$ cat src/rtl/aha_clk_select_pkg.sv
// Shared types and constants for the clock-select controller.
// Holds the controller state encoding and the minimum SETTLE dwell used with acknowledgements.
package aha_clk_select_pkg;

  localparam int STATE_W    = 2;
  localparam int MIN_SETTLE = 2;

  typedef enum logic [STATE_W-1:0] {
    IDLE   = 2'd0,
    SETTLE = 2'd1,
    HOLD   = 2'd2
  } state_e;

endpackage

$ cat src/rtl/aha_clk_select_ctrl_sync2.sv
// aha_sync2: generic two-flop synchronizer into the destination clock.
// Asynchronous active-high reset clears both stages to 0.
module aha_sync2 (
  input  logic i_clk,
  input  logic i_reset,
  input  logic i_d,
  output logic o_q
);

  logic r_meta;
  logic r_sync;

  always_ff @(posedge i_clk or posedge i_reset) begin
    if (i_reset) begin
      r_meta <= 1'b0;
      r_sync <= 1'b0;
    end else begin
      r_meta <= i_d;
      r_sync <= r_meta;
    end
  end

  assign o_q = r_sync;

endmodule

$ cat src/rtl/aha_clk_select_ctrl.sv
// Drives the glitch-free clock switch SELECT line and times the settle/hold windows.
// Optional macro AHA_CLK_SELECT_ACK_EN: SETTLE ends on synchronized switch enables, with a sticky TIMEOUT.
module aha_clk_select_ctrl
  import aha_clk_select_pkg::*;
#(
  parameter int SETTLE_CYCLES  = 16,
  parameter int HOLD_CYCLES    = 8,
  parameter int CNT_W          = 8,
  parameter int RESET_SEL      = 0,
  parameter int TIMEOUT_CYCLES = 255
) (
  input  logic i_clk,
  input  logic i_reset,
  input  logic i_req_valid,
  input  logic i_req_sel,
  output logic o_req_ready,
  output logic o_select,
  output logic o_busy,
  output logic o_done
`ifdef AHA_CLK_SELECT_ACK_EN
  ,
  input  logic i_enable0_ack,
  input  logic i_enable1_ack,
  output logic o_timeout
`endif
);

  if ((SETTLE_CYCLES < 1) || (HOLD_CYCLES < 0) || (TIMEOUT_CYCLES < MIN_SETTLE) ||
      (longint'(SETTLE_CYCLES) >= (longint'(1) << CNT_W)) ||
      (longint'(HOLD_CYCLES) >= (longint'(1) << CNT_W)) ||
      (longint'(TIMEOUT_CYCLES) >= (longint'(1) << CNT_W))) begin : g_bad_cfg
    $error("aha_clk_select_ctrl: invalid parameter set");
  end

  localparam logic             RST_SEL_BIT = (RESET_SEL != 0);
  localparam logic [CNT_W-1:0] HOLD_LOAD   = CNT_W'(HOLD_CYCLES - 1);

  state_e           r_state;
  logic [CNT_W-1:0] r_cnt;
  logic             r_select;
  logic             r_ready;
  logic             r_busy;
  logic             r_done;
  logic             w_accept;
  logic             w_settle_exit;
  logic             w_cnt_zero;

  assign w_accept   = i_req_valid & r_ready;
  assign w_cnt_zero = (r_cnt == '0);

`ifdef AHA_CLK_SELECT_ACK_EN
  localparam logic [CNT_W-1:0] SETTLE_LOAD = CNT_W'(TIMEOUT_CYCLES - 1);
  localparam logic [CNT_W-1:0] MIN_MARK    = CNT_W'(TIMEOUT_CYCLES - MIN_SETTLE);

  logic w_en0_sync;
  logic w_en1_sync;
  logic w_ack_ok;
  logic w_timed_out;
  logic r_timeout;

  aha_sync2 u_sync_en0 (.i_clk(i_clk), .i_reset(i_reset), .i_d(i_enable0_ack), .o_q(w_en0_sync));
  aha_sync2 u_sync_en1 (.i_clk(i_clk), .i_reset(i_reset), .i_d(i_enable1_ack), .o_q(w_en1_sync));

  // The ack is trusted only once SETTLE has lasted MIN_SETTLE cycles (counter has fallen to MIN_MARK).
  assign w_ack_ok      = (r_cnt <= MIN_MARK) &
                         (r_select ? (w_en1_sync & ~w_en0_sync) : (w_en0_sync & ~w_en1_sync));
  assign w_settle_exit = w_ack_ok | w_cnt_zero;
  assign w_timed_out   = w_cnt_zero & ~w_ack_ok;
  assign o_timeout     = r_timeout;
`else
  localparam logic [CNT_W-1:0] SETTLE_LOAD = CNT_W'(SETTLE_CYCLES - 1);

  assign w_settle_exit = w_cnt_zero;
`endif

  always_ff @(posedge i_clk or posedge i_reset) begin
    if (i_reset) begin
      r_state  <= IDLE;
      r_cnt    <= '0;
      r_select <= RST_SEL_BIT;
      r_ready  <= 1'b1;
      r_busy   <= 1'b0;
      r_done   <= 1'b0;
`ifdef AHA_CLK_SELECT_ACK_EN
      r_timeout <= 1'b0;
`endif
    end else begin
      r_done <= 1'b0;
      case (r_state)
        IDLE: begin
          if (w_accept) begin
`ifdef AHA_CLK_SELECT_ACK_EN
            r_timeout <= 1'b0;
`endif
            if (i_req_sel == r_select) begin
              r_done <= 1'b1;
            end else begin
              r_select <= i_req_sel;
              r_state  <= SETTLE;
              r_cnt    <= SETTLE_LOAD;
              r_ready  <= 1'b0;
              r_busy   <= 1'b1;
            end
          end
        end
        SETTLE: begin
          if (w_settle_exit) begin
            r_done <= 1'b1;
`ifdef AHA_CLK_SELECT_ACK_EN
            if (w_timed_out) r_timeout <= 1'b1;
`endif
            // With no guard window the DONE cycle is already an IDLE cycle.
            if (HOLD_CYCLES == 0) begin
              r_state <= IDLE;
              r_ready <= 1'b1;
              r_busy  <= 1'b0;
            end else begin
              r_state <= HOLD;
              r_cnt   <= HOLD_LOAD;
            end
          end else begin
            r_cnt <= r_cnt - 1'b1;
          end
        end
        HOLD: begin
          if (w_cnt_zero) begin
            r_state <= IDLE;
            r_ready <= 1'b1;
            r_busy  <= 1'b0;
          end else begin
            r_cnt <= r_cnt - 1'b1;
          end
        end
        default: begin
          r_state <= IDLE;
          r_cnt   <= '0;
          r_ready <= 1'b1;
          r_busy  <= 1'b0;
        end
      endcase
    end
  end

  assign o_req_ready = r_ready;
  assign o_select    = r_select;
  assign o_busy      = r_busy;
  assign o_done      = r_done;

endmodule

$ cat config.mk
export PLATFORM = sky130hd
export DESIGN_NAME = aha_clk_select_ctrl
export DESIGN_NICKNAME = d
export VERILOG_FILES = /design/src/rtl/aha_clk_select_pkg.sv /design/src/rtl/aha_clk_select_ctrl_sync2.sv /design/src/rtl/aha_clk_select_ctrl.sv
export SDC_FILE = /design/constraint.sdc
export NUM_CORES = 1
export LEC_CHECK = 0
export CORE_MARGIN = 2
export CORE_UTILIZATION = 50
export CTS_BUF_LIST = sky130_fd_sc_hd__clkbuf_8
export DETAILED_ROUTE_END_ITERATION = 10
export PLACE_DENSITY = 0.71
export SYNTH_ARGS = -nofsm -noshare
export SYNTH_HDL_FRONTEND = slang
export SYNTH_HIERARCHICAL = 1
export SYNTH_SLANG_ARGS = --single-unit
$ cat constraint.sdc
create_clock -name i_clk -period 2.45 [get_ports i_clk]
set_clock_uncertainty 0.1 [all_clocks]
set_input_delay 0.49 -clock i_clk [delete_from_list [all_inputs] [get_ports i_clk]]
set_output_delay 0.49 -clock i_clk [all_outputs]
set_load 0.02 [all_outputs]
==> out/qor.json <==
{
  "synth": {
    "logic_family": "AND-OR/OR-AND gates",
    "ys_top_cells_by_count": "15 x sky130_fd_sc_hd__a21oi_1, 13 x sky130_fd_sc_hd__dfrtp_1, 8 x sky130_fd_sc_hd__nor2_1",
    "synth_largest_type_area_fraction_pct": 39.69,
    "synth_top_area_cells": "sky130_fd_sc_hd__dfrtp_1 40%, sky130_fd_sc_hd__a21oi_1 9.2%, sky130_fd_sc_hd__o21ai_0 3.7%",
    "ys_sh_adder_pct": 1.527,
    "postSynthCellCount": 92,
    "yosysUniqueCellTypes": 34,
    "post_synth_xor_area_fraction_pct": 1.069,
    "seq_area_frac_synth_pct": 42.90,
    "synth-edff-count": 0,
    "synth-cells-yosys": 92
  },
  "outcome": {
    "status": "complete, no violations"
  },
  "power_and_ir_drop": {
    "pd_cells_mw_per_mm2": 1206
  },
  "final_timing": {
    "timing.final.crit_period_ns": 2.147,
    "fin_hold_ws_ns": 0.3678,
    "finalWorstSetupSlack_ns": 0.3029,
    "drv_slew": 0,
    "post-route-period-util_pct": 87.64
  },
  "setup_path": {
    "crit_path_max_fanout": 5,
    "crit_end": "r_cnt[6]$_DFFE_PP0P_",
    "timing.critical_path.from_type": "register"
  },
  "drt": {
    "firstDrtPassIters": 4,
    "routed_via_density": 6.305
  },
  "layout": {
    "drive_gt1_share_pct": 11.76,
    "layout_top_cell_excl_fill_tap": "sky130_fd_sc_hd__a21oi_1"
  },
  "clock_network": {
    "cts_buffer_depth": 2,
    "path_clk_slew_ns": 0.06,
    "clock_tree_from_tritoncts": "built",
    "postCtsSetupRepairBufs": 0,
    "htree_levels": 1
  },
  "placement": {
    "dp_hpwl_um": 1232,
    "dp_worst_setup_slack_ns": 0.1692
  },
  "hold_path": {
    "hold_class": "reg2reg"
  },
  "floorplanning": {
    "initial_utilization_pct": 53.78
  }
}
-- sequential cells by signal, indices dropped and copies added, names as in the netlist --
register     cells
o_select         1
r_cnt            8
o_done           1
o_busy           1
o_req_ready      1
r_state          2
-- critical path, cell delays in order (launching register included) --
cell,delay [ns]
sky130_fd_sc_hd__dfrtp_1,0.42
sky130_fd_sc_hd__inv_1,0.10
sky130_fd_sc_hd__ha_1,0.23
sky130_fd_sc_hd__or3b_1,0.40
sky130_fd_sc_hd__a21oi_1,0.22
sky130_fd_sc_hd__or4b_1,0.45
sky130_fd_sc_hd__a21oi_1,0.15
-- final cells by class --
class	count	area [um2]	area share [%]
Inverter	5	18.77	1.931
Tap cell	16	20.02	2.059
Clock buffer	4	55.05	5.663
Timing Repair Buffer	10	92.59	9.524
Sequential cell	14	351.6	36.16
Multi-Input combinational cell	69	434.2	44.66
-- logic make-up after synthesis --
| group | after synthesis |
|---|---|
| DFF | 14 |
| xor gates and xnor gates | 1 |
| buffers and inverters | 9 |
| AOI/OAI and AO/OA | 36 |
| muxes | 1 |
| and+or+nand+nor | 30 |
| adders and majority gates | 1 |
-- through the flow --
step | power, mW | util (%) | instance area, um2
after floorplan | 0.7909 | - | 819.5
after global placement | 0.9120 | 60.18 | 917.1
after global routing | 1.254 | 63.79 | 972.2
after detailed placement | 0.9343 | 60.18 | 917.1
final | 1.172 | 63.79 | 972.2
after CTS | 1.171 | 63.79 | 972.2
-- per-layer routing --
layer  wire length [um]  vias to the layer above  track usage, %
met3                 74                        2           4.898
met1                827                      362           27.72
met2                866                       20           34.49
met4                  7                        0           6.061
li1                   -                      360               -
met5                  0                        -               0
-- power by group --
group | total (mW) | internal [mW] | switching (mW)
logic | 0.497 | 0.236 | 0.262
clock network | 0.229 | 0.142 | 0.0861
registers | 0.446 | 0.326 | 0.120
flops_by_reg.png
Other sequential cells in the stronger grey, the rest of the logic in the fainter grey.
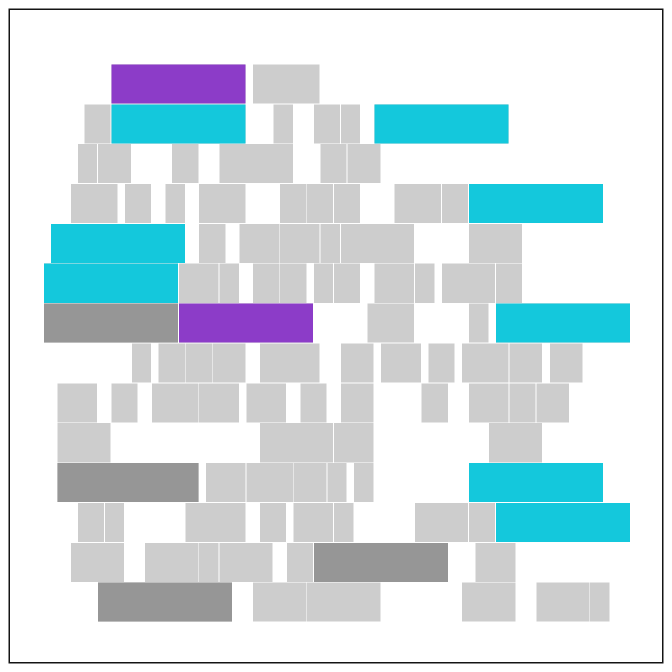
- cyan: r_cnt (sequential cells 8)
- purple: r_state (sequential cells 2)
- not coloured: 4

congestion.png
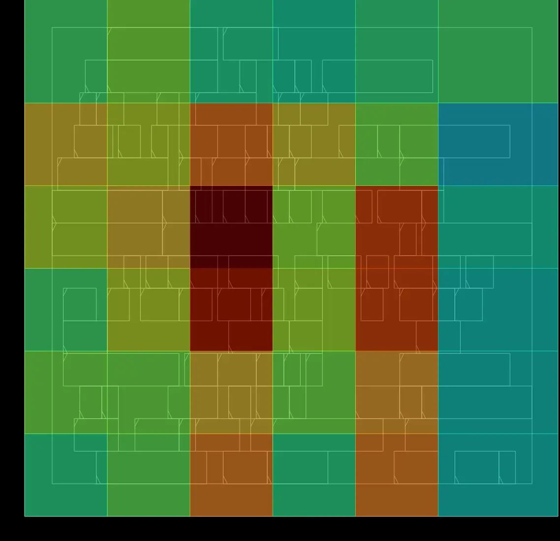
GRT Overall Usage: 21.09%
drt wl/cell: 15.05 um
met2 layer usage reported by global route: 34.49%
post-route core utilization: 63.79%

clk_routes.png
Scale bar: 10 um.
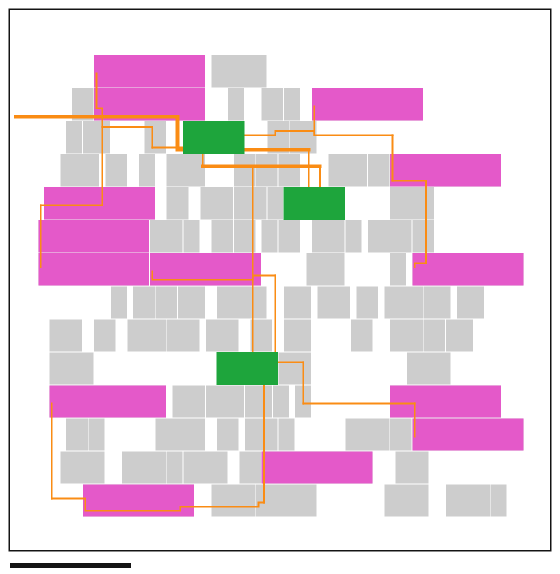
- green: clock drivers (count 3)
- magenta: flip-flops (count 14)
- orange: clock wires (length 210 um)
- flops lie: all over the die

No activity file was given, so power comes from the tool's default toggle rates.
